### config.mk
export PLATFORM = sky130hd
export DESIGN_NAME = stream_scheduler
export DESIGN_NICKNAME = d
export VERILOG_FILES = /design/src/rtl/bad_apple_pkg.sv /design/src/rtl/stream_byte_counter.sv /design/src/rtl/stream_scheduler.sv
export SDC_FILE = /design/constraint.sdc
export NUM_CORES = 1
export LEC_CHECK = 0
export ABC_AREA = 1
export ABC_CLOCK_PERIOD_IN_PS = 2800
export CAP_MARGIN = 20
export CORE_AREA = 2 2 98 100
export DETAILED_ROUTE_END_ITERATION = 8
export DIE_AREA = 0 0 100 102
export SKIP_CTS_REPAIR_TIMING = 1
export SLEW_MARGIN = 25
export SYNTH_ARGS = -nofsm -noshare
export SYNTH_HDL_FRONTEND = slang
export SYNTH_SLANG_ARGS = --single-unit
export TNS_END_PERCENT = 10
### constraint.sdc
create_clock -name CLK_40 -period 2.8 [get_ports CLK_40]
set_input_delay 0.42 -clock CLK_40 [delete_from_list [all_inputs] [get_ports CLK_40]]
set_output_delay 0.42 -clock CLK_40 [all_outputs]
set_load 0.05 [all_outputs]
### src/rtl/bad_apple_pkg.sv
// Shared types and constants for the SD stream scheduler.
package bad_apple_pkg;

    localparam int         MODE_SWITCH_THRESHOLD = 64;
    localparam logic [7:0] HEADER_BYTE           = 8'hFF;

    typedef enum logic [1:0] {
        IDLE  = 2'd0,
        HUNT  = 2'd1,
        VIDEO = 2'd2,
        AUDIO = 2'd3
    } sched_state_t;

    // Terminal count for an N-byte run, as seen by a counter that starts at 0.
    function automatic logic [15:0] term_of(input int n);
        return 16'(n - 1);
    endfunction

endpackage

### src/rtl/stream_byte_counter.sv
// 16-bit byte counter with synchronous clear, count enable and terminal-count compare.
module stream_byte_counter
    import bad_apple_pkg::*;
(
    input  logic        clk_i,
    input  logic        rst_ni,
    input  logic        clear_i,
    input  logic        en_i,
    input  logic [15:0] term_i,
    output logic        at_term_o
);

    logic [15:0] count_q;
    logic [15:0] count_d;

    always_comb begin
        count_d = count_q;
        if (clear_i) begin
            count_d = '0;
        end else if (en_i) begin
            count_d = count_q + 16'd1;
        end
    end

    always_ff @(posedge clk_i or negedge rst_ni) begin
        if (!rst_ni) begin
            count_q <= '0;
        end else begin
            count_q <= count_d;
        end
    end

    // True while the byte about to be counted is the last one of the run.
    assign at_term_o = (count_q == term_i);

endmodule

### src/rtl/stream_scheduler.sv
// Splits the SD byte stream into video/audio FIFO writes, one frame per header byte.
// Optional hunt timeout is built when STREAM_SCHED_TIMEOUT_EN is defined.
module stream_scheduler
    import bad_apple_pkg::*;
#(
    parameter int VIDEO_BYTES = 4800,
    parameter int AUDIO_BYTES = 735,
    parameter int HUNT_LIMIT  = 1024
) (
    input  logic        CLK_40,
    input  logic        reset_n,
    input  logic        init,
    input  logic        rx_valid,
    input  logic [7:0]  rx_byte,
    input  logic        vid_afull,
    input  logic        aud_afull,
    output logic        chip_select,
    output logic        spi_run,
    output logic        write_video,
    output logic        write_audio,
    output logic [7:0]  wr_data,
    output logic        frame_done,
    output logic [15:0] frame_cnt,
    output logic        overrun,
    output logic        sync_err
);

    localparam logic [15:0] VID_TERM = term_of(VIDEO_BYTES);
    localparam logic [15:0] AUD_TERM = term_of(AUDIO_BYTES);

    if (VIDEO_BYTES < 1 || AUDIO_BYTES < 1 || HUNT_LIMIT < 1) begin : g_param_err
        $error("stream_scheduler: byte counts must be at least 1");
    end

    sched_state_t state_q, state_d;
    logic         cs_q, cs_d;
    logic         spi_run_q, spi_run_d;
    logic         wr_vid_q, wr_vid_d;
    logic         wr_aud_q, wr_aud_d;
    logic [7:0]   wr_data_q, wr_data_d;
    logic         frame_done_q, frame_done_d;
    logic [15:0]  frame_cnt_q, frame_cnt_d;
    logic         overrun_q, overrun_d;
    logic         sync_err_q, sync_err_d;
    logic         slack_q, slack_d;

    logic         byte_in;
    logic         tgt_full;
    logic         drop;
    logic         cnt_clr;
    logic         frame_end;
    logic         byte_at_term;
    logic [15:0]  byte_term_val;
    logic         hunt_timeout;

    assign byte_in       = rx_valid && !init && (state_q == VIDEO || state_q == AUDIO);
    assign tgt_full      = (state_q == VIDEO && vid_afull) || (state_q == AUDIO && aud_afull);
    // One byte may land in the FIFO's slack entry; a second one while still full is lost.
    assign drop          = byte_in && tgt_full && slack_q;
    assign byte_term_val = (state_q == AUDIO) ? AUD_TERM : VID_TERM;
    assign frame_end     = byte_in && (state_q == AUDIO) && byte_at_term;
    assign cnt_clr       = init || (state_d != state_q);

    stream_byte_counter u_byte_cnt (
        .clk_i     (CLK_40),
        .rst_ni    (reset_n),
        .clear_i   (cnt_clr),
        .en_i      (byte_in),
        .term_i    (byte_term_val),
        .at_term_o (byte_at_term)
    );

`ifdef STREAM_SCHED_TIMEOUT_EN
    localparam logic [15:0] HUNT_TERM = term_of(HUNT_LIMIT);

    logic hunt_en;
    logic hunt_at_term;

    assign hunt_en = rx_valid && !init && (state_q == HUNT) && (rx_byte != HEADER_BYTE);

    stream_byte_counter u_hunt_cnt (
        .clk_i     (CLK_40),
        .rst_ni    (reset_n),
        .clear_i   (cnt_clr),
        .en_i      (hunt_en),
        .term_i    (HUNT_TERM),
        .at_term_o (hunt_at_term)
    );

    assign hunt_timeout = hunt_en && hunt_at_term;
`else
    assign hunt_timeout = 1'b0;
`endif

    always_comb begin
        state_d = state_q;
        if (init) begin
            state_d = HUNT;
        end else begin
            unique case (state_q)
                IDLE: state_d = IDLE;
                HUNT: begin
                    if (rx_valid && rx_byte == HEADER_BYTE) begin
                        state_d = VIDEO;
                    end else if (hunt_timeout) begin
                        state_d = IDLE;
                    end
                end
                VIDEO: begin
                    if (byte_in && byte_at_term) begin
                        state_d = AUDIO;
                    end
                end
                AUDIO: begin
                    if (frame_end) begin
                        state_d = HUNT;
                    end
                end
                default: state_d = IDLE;
            endcase
        end
    end

    always_comb begin
        cs_d         = (state_d == IDLE);
        // Pause the SPI master one cycle after the target FIFO reports almost full.
        spi_run_d    = (state_d != IDLE)
                       && !(state_d == VIDEO && vid_afull)
                       && !(state_d == AUDIO && aud_afull);
        wr_vid_d     = byte_in && !drop && (state_q == VIDEO);
        wr_aud_d     = byte_in && !drop && (state_q == AUDIO);
        wr_data_d    = wr_data_q;
        if (byte_in && !drop) begin
            wr_data_d = rx_byte;
        end
        frame_done_d = frame_end;
        frame_cnt_d  = frame_cnt_q + {15'd0, frame_end};
        overrun_d    = overrun_q || drop;
        sync_err_d   = hunt_timeout;
        slack_d      = slack_q;
        if (cnt_clr || !tgt_full) begin
            slack_d = 1'b0;
        end else if (byte_in) begin
            slack_d = 1'b1;
        end
    end

    always_ff @(posedge CLK_40 or negedge reset_n) begin
        if (!reset_n) begin
            state_q      <= IDLE;
            cs_q         <= 1'b1;
            spi_run_q    <= 1'b0;
            wr_vid_q     <= 1'b0;
            wr_aud_q     <= 1'b0;
            wr_data_q    <= '0;
            frame_done_q <= 1'b0;
            frame_cnt_q  <= '0;
            overrun_q    <= 1'b0;
            sync_err_q   <= 1'b0;
            slack_q      <= 1'b0;
        end else begin
            state_q      <= state_d;
            cs_q         <= cs_d;
            spi_run_q    <= spi_run_d;
            wr_vid_q     <= wr_vid_d;
            wr_aud_q     <= wr_aud_d;
            wr_data_q    <= wr_data_d;
            frame_done_q <= frame_done_d;
            frame_cnt_q  <= frame_cnt_d;
            overrun_q    <= overrun_d;
            sync_err_q   <= sync_err_d;
            slack_q      <= slack_d;
        end
    end

    assign chip_select = cs_q;
    assign spi_run     = spi_run_q;
    assign write_video = wr_vid_q;
    assign write_audio = wr_aud_q;
    assign wr_data     = wr_data_q;
    assign frame_done  = frame_done_q;
    assign frame_cnt   = frame_cnt_q;
    assign overrun     = overrun_q;
    assign sync_err    = sync_err_q;

endmodule
==> run_1/placement_by_type.png <==
Scale bar: 20 µm.
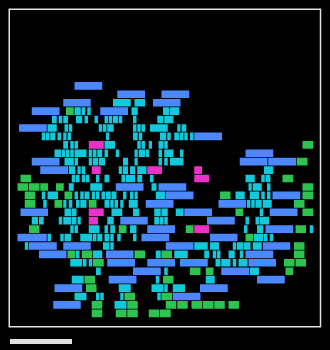
clock drivers and dummy loads: in magenta, cells 8. remaining buffers and delay cells: in green, cells 55. sequential cells: in blue, cells 49. combinational and other logic: in cyan, cells 226.

==> run_1/flops_by_reg.png <==
Scale bar: 20 µm. Other sequential cells in the stronger gray, the rest of the logic in the fainter gray.
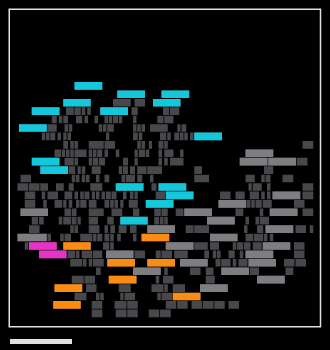
wr_data: in orange, sequential cells 8. state_q: in magenta, sequential cells 2. u_byte_cnt.count_q: in cyan, sequential cells 16.
Another 23 sequential cells are not colored.

==> run_1/clk_routes.png <==
Scale bar: 20 µm.
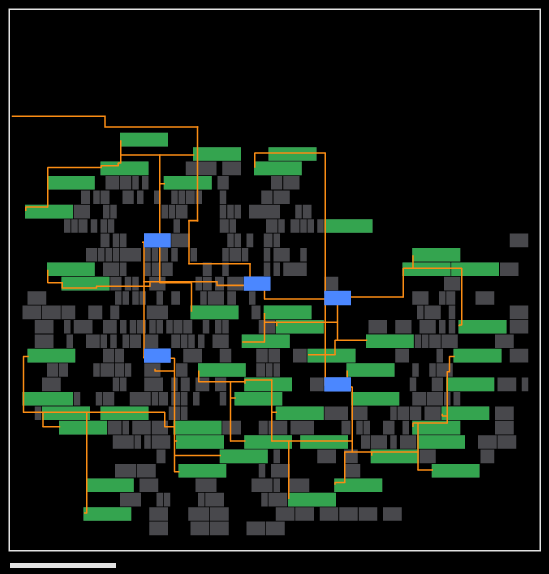
clock wires: in orange, length 647 µm. clock drivers: in blue, count 5. flip-flops: in green, count 49.
There are 6 routed clock nets.
clock insertion delay at the later pin of the skew report: 0.31 ns
power dissipated in the clock network: 0.435 mW
clock skew: 0.00978 ns

==> run_1/logic_types.png <==
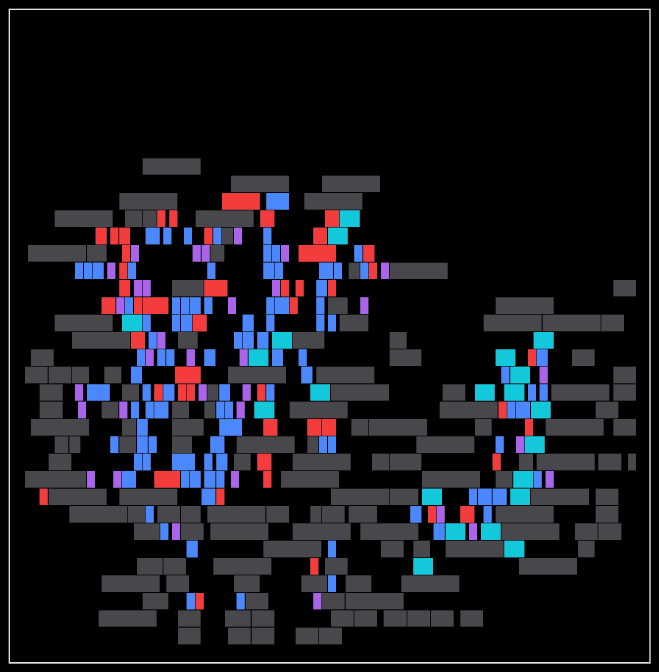
nand cells: in blue, cells 97. inv cells: in purple, cells 33. nor cells: in red, cells 47. xor and xnor cells: in cyan, cells 21.
combinational share of cell area: 34.7%
number of cells in the finished layout apart from fillers: 449
commonest non-fill, non-tap cell in the layout: sky130_fd_sc_hd__nand2_1

==> GITHUB_STEP_SUMMARY, run 1 <==
## Implementation flow summary

| Metric | Value |
|---|---|
| Result of the run | finished, final reports clean |
| Sum of net half-perimeters after detailed placement | 3920 µm |
| Largest delay contributor family on the critical path | simple AND/OR/NAND/NOR gates |
| Comb gates | 193 |
| Most area-consuming cells after synthesis | sky130_fd_sc_hd__dfrtp_1 (48%), sky130_fd_sc_hd__nand2_1 (8.9%), sky130_fd_sc_hd__nand3_1 (4.6%) |
| Largest power group | registers |
| Critical-path maximum fanout | 2 |
| Syn nets | 299 |
| Combinational group share of total power | 8.2% |
| Most common cell in the synthesized netlist | sky130_fd_sc_hd__nand2_1 |
| Global-route wire length before repair | 9250 µm |
| Clock network fraction of design power | 34.6% |
| Sum of met2 wire segment lengths after detailed routing | 2580 µm |
| Terminus of the critical flop-to-flop path | frame_cnt[15] |
| Combinational gate power | 0.103 mW |
| CTS Sinks | 49 |
| Crit path to | frame_cnt[15] |
| Capturing element type of the critical path | flip-flop |
| Via count | 1965 |
| Dominant non-sequential cell family after synthesis | simple AND/OR/NAND/NOR gates |
| Log Warnings | 26 |
| Share of synthesized cell area in full adder, half adder and majority cells | 1.49% |
| Top cell type by total area after synthesis | sky130_fd_sc_hd__dfrtp_1 |
| Layout inverter count without the clock tree | 33 |
| Count of final max-slew check failures | 0 |
| Most numerous cell on the critical path | sky130_fd_sc_hd__nor2_1 |
| First drt pass iteration count | 4 |
| Core area | 0.00911 mm² |
| Final tally of setup violations | 0 |
| Async set-reset flop share out of synthesis | 100% |
| Antenna Nets Post-Route | 0 |
| Final sequential cell count | 49 |
| Number of placed instances with taps included | 441 |
| Flop+latch power | 0.718 mW |
| Clock buffer count in the final layout | 5 |
| Tap cell instance count | 111 |
| Non-clock buffer contribution to total cell area | 16.1% |
| Number of standard cells reported by yosys | 282 |
| XOR/XNOR Fraction of Synth Area | 7.30% |
| Data arrival time of the critical path | 2.78 ns |
| Minimum setup slack among reg-to-reg paths | 0.26 ns |
| Area after DPL | 0.00312 mm² |
| Worst reg2reg path depth | 16 |
| Endpoints failing hold | 0 |
| Rel. slew slack | 58.6% |
| Leading cell types in the layout, fill and taps excluded | sky130_fd_sc_hd__nand2_1 (60), sky130_fd_sc_hd__dfrtp_1 (48), sky130_fd_sc_hd__clkdlybuf4s50_1 (42) |
| Met1 track demand over resource | 14.1% |
| Post-route setup TNS | 0 ns |
| Number of CTS-inserted buffers | 5 |
| Clk tree area frac | 2.91% |
| Via count of the first global-routing pass | 2018 |
| Worst-case hold slack | 0.114 ns |
| Area leader share | 47.7% |
| Main synth FF type | sky130_fd_sc_hd__dfrtp_1 |
| GR met3 Demand/Resource | 2.39% |
| Horizontal die size | 100 µm |
| Number of inserted diodes | 0 |
| Routability cong. | 0.784 |
| Overall fraction of global-route tracks in use | 11.2% |
| Final design area excluding fillers | 0.00322 mm² |
| Initial antenna violation count | 0 |
| Slack of the critical path | 0.255 ns |
| Final core utilization | 35.3% |
| Net switching power | 0.322 mW |
| GRT Residual Overflow | 0 |
| Clock-pin slew on the worst setup and hold paths | 0.10 ns |
| Setup repair after global routing missed its margin | false |
| Standard-cell rows | 35 |
| Storage cell area | 0.00123 mm² |
| CTS H-Tree Depth | 2 |
| Sequence of cells on the critical path | clkdlybuf4s50_1 > nand3_2 > inv_2 > nand2_2 > nor2_4 > nand3_2 > nor2_2 > ha_1 > nand3_1 > nor2_1 > nand4_1 > or2_1 > nor2_1 > nand2_1 > nor2_1 > xor2_1 |
| Post-synthesis cell type count | 33 |
| Total power | 1.26 mW |
| Largest net degree at the start of global routing | 50 |
| Post-synth EDFFs | 0 |
| Global routing met2 resource utilization | 19.4% |
| Warnings, synthesis | 0 |
| Number of vias per cell after detailed routing | 4.38 |
| Required time at the endpoint of the critical path | 3.03 ns |
| Mean Syn Cell Area | 8.93 µm² |
| CTS Buffer Depth | 2 |
| Startpoint class of the critical path | primary input |
| Area growth, synth to finish | 27.8% |
| Plain + repair buffers | 55 |
| Min cycle time layout | 2.55 ns |
| CP max stage delay | 0.49 ns |
| Path length in cells of the critical path | 16 |
| Routed metal-1 wire length | 2380 µm |
| CP startpoint | rx_valid |
| Leakage power summed over all cells | 1.53 nW |
| DRC violations left | 0 |
| Crit Path Category | in2reg |
| Tightest Pin Transition | 0.621 ns |
| Setup WS pre-CTS | -0.116 ns |
| Flops out of synthesis | 49 |
| Met3 layer wire length in the routed design | 173 µm |
| Share of final-layout standard cells stronger than drive strength 1 | 18.9% |
| Fillers | 953 |
| Sequential area share after synthesis | 48.7% |
| Yosys stat area | 0.00252 mm² |
| Seq area share | 38.1% |
| Multiplexer share | 3.13% |
| Share of the clock period used by the worst path | 90.9% |
| Cell type of the slowest stage on the worst timing path | sky130_fd_sc_hd__clkdlybuf4s50_1 |
| Proportion of power drawn by flip-flops and latches | 57.2% |
| Total Wirelength | 5190 µm |
| Root Driver | sky130_fd_sc_hd__clkbuf_8 |
| Share of synthesized cell area in and, or, nand and nor gates | 28.3% |
==> run 1 -> run 2 <==
CORE_AREA = 2 2 73 75   (was 2 2 98 100)
DIE_AREA = 0 0 75 77   (was 0 0 100 102)
PLACE_DENSITY = 0.77   (was default)
==> run_2/logic_types.png <==
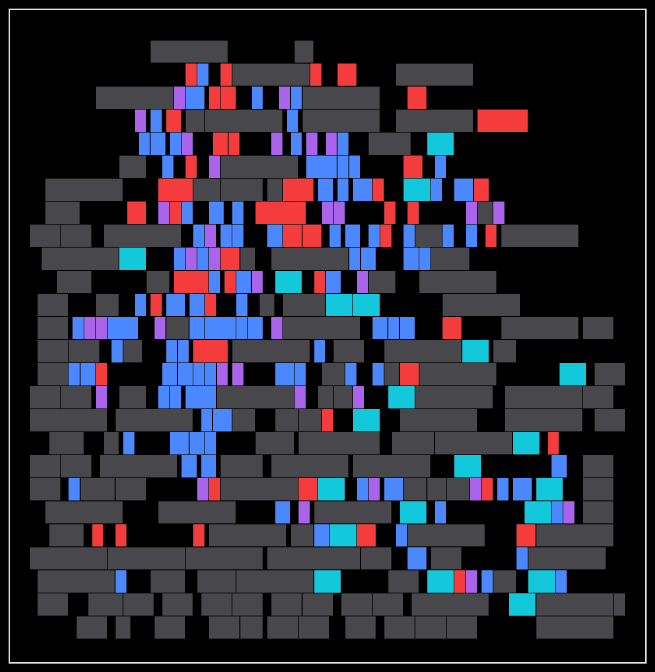
inv cells: in purple, cells 33. nand cells: in blue, cells 97. nor cells: in red, cells 47. xor and xnor cells: in cyan, cells 21.

==> run_2/placement_by_type.png <==
Scale bar: 20 µm.
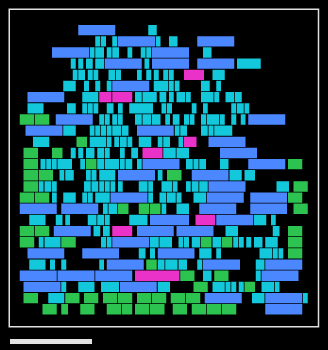
remaining buffers and delay cells: in green, cells 54. clock drivers and dummy loads: in magenta, cells 8. sequential cells: in blue, cells 49. combinational and other logic: in cyan, cells 226.

==> run_2/clk_routes.png <==
Scale bar: 20 µm.
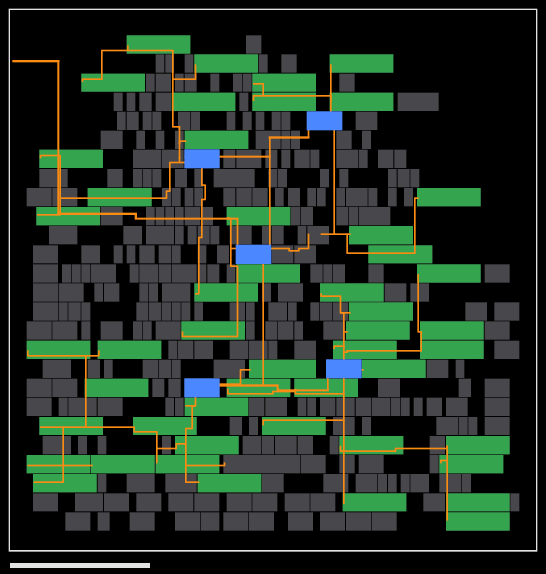
clock wires: in orange, length 572 µm. clock drivers: in blue, count 5. flip-flops: in green, count 49.
Position of the flops: spread over the die. There are 6 routed clock nets.
clock insertion delay at the later pin of the skew report: 0.30 ns
clock network fraction of design power: 39.1%

==> run 2 against run 1 <==
Effect of this change:
- via count grew 0.76%
- highest routed layer unchanged
- critical path depth grew 1
- combinational power is essentially flat
- power grew 7.1%
==> GITHUB_STEP_SUMMARY, run 2 <==
## Implementation flow summary

| Metric | Value |
|---|---|
| Area after DPL | 0.00306 mm² (-2.0%) |
| Log Warnings | 26 (unchanged) |
| Largest power group | registers |
| Clock buffer count in the final layout | 5 (unchanged) |
| Tightest Pin Transition | 0.628 ns (+0.00717 ns) |
| Yosys stat area | 0.00252 mm² (unchanged) |
| Via count | 1980 (+0.76%) |
| Overall fraction of global-route tracks in use | 19.7% (+8.5 points) |
| Worst reg2reg path depth | 17 (+1) |
| Combinational share of cell area | 35.2% (+0.47 points) |
| Combinational gate power | 0.101 mW (about the same) |
| Met3 layer wire length in the routed design | 177 µm (+2.3%) |
| Slack of the critical path | 0.246 ns (-0.00859 ns) |
| Post-synthesis cell type count | 33 (unchanged) |
| Final sequential cell count | 49 (unchanged) |
| CP max stage delay | 0.52 ns (+0.03 ns) |
| Dominant non-sequential cell family after synthesis | simple AND/OR/NAND/NOR gates |
| Proportion of power drawn by flip-flops and latches | 53.4% (-3.8 points) |
| Core area | 0.00498 mm² (-45%) |
| Sum of net half-perimeters after detailed placement | 3760 µm (-4.1%) |
| Capturing element type of the critical path | flip-flop |
| Total power | 1.34 mW (+7.1%) |
| Worst-case hold slack | 0.122 ns (+0.00820 ns) |
| Share of final-layout standard cells stronger than drive strength 1 | 19.0% (+0.056 points) |
| Warnings, synthesis | 0 (unchanged) |
| Count of final max-slew check failures | 0 (unchanged) |
| Minimum setup slack among reg-to-reg paths | 0.27 ns (about the same) |
| Number of CTS-inserted buffers | 5 (unchanged) |
| Startpoint class of the critical path | primary input |
| Routability cong. | 0.772 (-1.5%) |
| Share of synthesized cell area in full adder, half adder and majority cells | 1.49% (unchanged) |
| CTS Sinks | 49 (unchanged) |
| Via count of the first global-routing pass | 1949 (-3.4%) |
| Clock skew | 0.00646 ns (-0.00332 ns) |
| Final tally of setup violations | 0 (unchanged) |
| Final core utilization | 64.0% (+29 points) |
| Post-synth EDFFs | 0 (unchanged) |
| Power dissipated in the clock network | 0.526 mW (+21%) |
| Fillers | 428 (-55%) |
| Initial antenna violation count | 0 (unchanged) |
| Critical-path maximum fanout | 3 (+1) |
| Standard-cell rows | 26 (-26%) |
| Antenna Nets Post-Route | 0 (unchanged) |
| Rel. slew slack | 58.1% (-0.48 points) |
| Sequence of cells on the critical path | clkdlybuf4s50_1 > nand3_2 > inv_2 > nand2_2 > nor2_4 > nand3_2 > nor2_1 > ha_1 > ha_1 > nand3_1 > nor2_2 > nand4_1 > nor2_1 > nand2_1 > nor2_2 > nand2_1 > xnor2_1 |
| GR met3 Demand/Resource | 4.73% (+2.3 points) |
| Flops out of synthesis | 49 (unchanged) |
| Post-route setup TNS | 0 ns (unchanged) |
| Global-route wire length before repair | 8920 µm (-3.6%) |
| Vert. Die Dim | 77 µm |
| CTS H-Tree Depth | 2 (unchanged) |
| Crit Path Category | in2reg |
| Plain + repair buffers | 54 (-1.8%) |
| Async set-reset flop share out of synthesis | 100% (unchanged) |
| Min cycle time layout | 2.55 ns (+0.00859 ns) |
| Sum of met2 wire segment lengths after detailed routing | 2590 µm (+0.19%) |
| Terminus of the critical flop-to-flop path | frame_cnt[14] |
| Number of vias per cell after detailed routing | 4.86 (+11%) |
| Sequential area share after synthesis | 48.7% (unchanged) |
| Number of inserted diodes | 0 (unchanged) |
| Clk tree area frac | 3.66% (+0.74 points) |
| Horizontal die size | 75 µm (-25%) |
| Combinational group share of total power | 7.5% (-0.7 points) |
| Commonest non-fill, non-tap cell in the layout | sky130_fd_sc_hd__nand2_1 |
| CTS Buffer Depth | 2 (unchanged) |
| Setup WS pre-CTS | -0.147 ns (-0.0305 ns) |
| Data arrival time of the critical path | 2.75 ns (-0.03 ns) |
| Area leader share | 47.7% (unchanged) |
| Total Wirelength | 5060 µm (-2.5%) |
| Comb gates | 193 (unchanged) |
| CP startpoint | rx_valid |
| Result of the run | finished, final reports clean |
| Share of synthesized cell area in and, or, nand and nor gates | 28.3% (unchanged) |
| Main synth FF type | sky130_fd_sc_hd__dfrtp_1 |
| Largest net degree at the start of global routing | 29 (-42%) |
| Leading cell types in the layout, fill and taps excluded | sky130_fd_sc_hd__nand2_1 (60), sky130_fd_sc_hd__dfrtp_1 (48), sky130_fd_sc_hd__clkdlybuf4s50_1 (42) |
| Global routing met2 resource utilization | 31.8% (+12 points) |
| Largest delay contributor family on the critical path | simple AND/OR/NAND/NOR gates |
| Non-clock buffer contribution to total cell area | 16.0% (-0.13 points) |
| Top cell type by total area after synthesis | sky130_fd_sc_hd__dfrtp_1 |
| Number of cells in the finished layout apart from fillers | 407 (-9.4%) |
| Path length in cells of the critical path | 17 (+1) |
| Final design area excluding fillers | 0.00318 mm² (-1.1%) |
| Multiplexer share | 3.13% (unchanged) |
| Highest Signal Layer | met4 |
| Seq area share | 38.6% (+0.43 points) |
| Endpoints failing hold | 0 (unchanged) |
| DRC violations left | 0 (unchanged) |
| XOR/XNOR Fraction of Synth Area | 7.30% (unchanged) |
| Share of the clock period used by the worst path | 91.2% (+0.31 points) |
| Required time at the endpoint of the critical path | 3.00 ns (-0.03 ns) |
| Flop+latch power | 0.718 mW (about the same) |
| Syn nets | 299 (unchanged) |
| Area growth, synth to finish | 26.4% |
| Met1 track demand over resource | 26.4% (+12 points) |
| Tap cell instance count | 70 (-37%) |
| Most area-consuming cells after synthesis | sky130_fd_sc_hd__dfrtp_1 (48%), sky130_fd_sc_hd__nand2_1 (8.9%), sky130_fd_sc_hd__nand3_1 (4.6%) |
| Routed metal-1 wire length | 2270 µm (-4.7%) |
| Leakage power summed over all cells | 1.54 nW (+0.39%) |
| Mean Syn Cell Area | 8.93 µm² (unchanged) |
| Storage cell area | 0.00123 mm² (unchanged) |
| Clock-pin slew on the worst setup and hold paths | 0.10 ns (about the same) |
| Number of standard cells reported by yosys | 282 (unchanged) |
| Cell type of the slowest stage on the worst timing path | sky130_fd_sc_hd__clkdlybuf4s50_1 |
| Layout inverter count without the clock tree | 33 (unchanged) |
| Number of placed instances with taps included | 399 (-9.5%) |
| Most common cell in the synthesized netlist | sky130_fd_sc_hd__nand2_1 |
| GRT Residual Overflow | 0 (unchanged) |
No activity file was given, so power comes from the tool's default toggle rates.
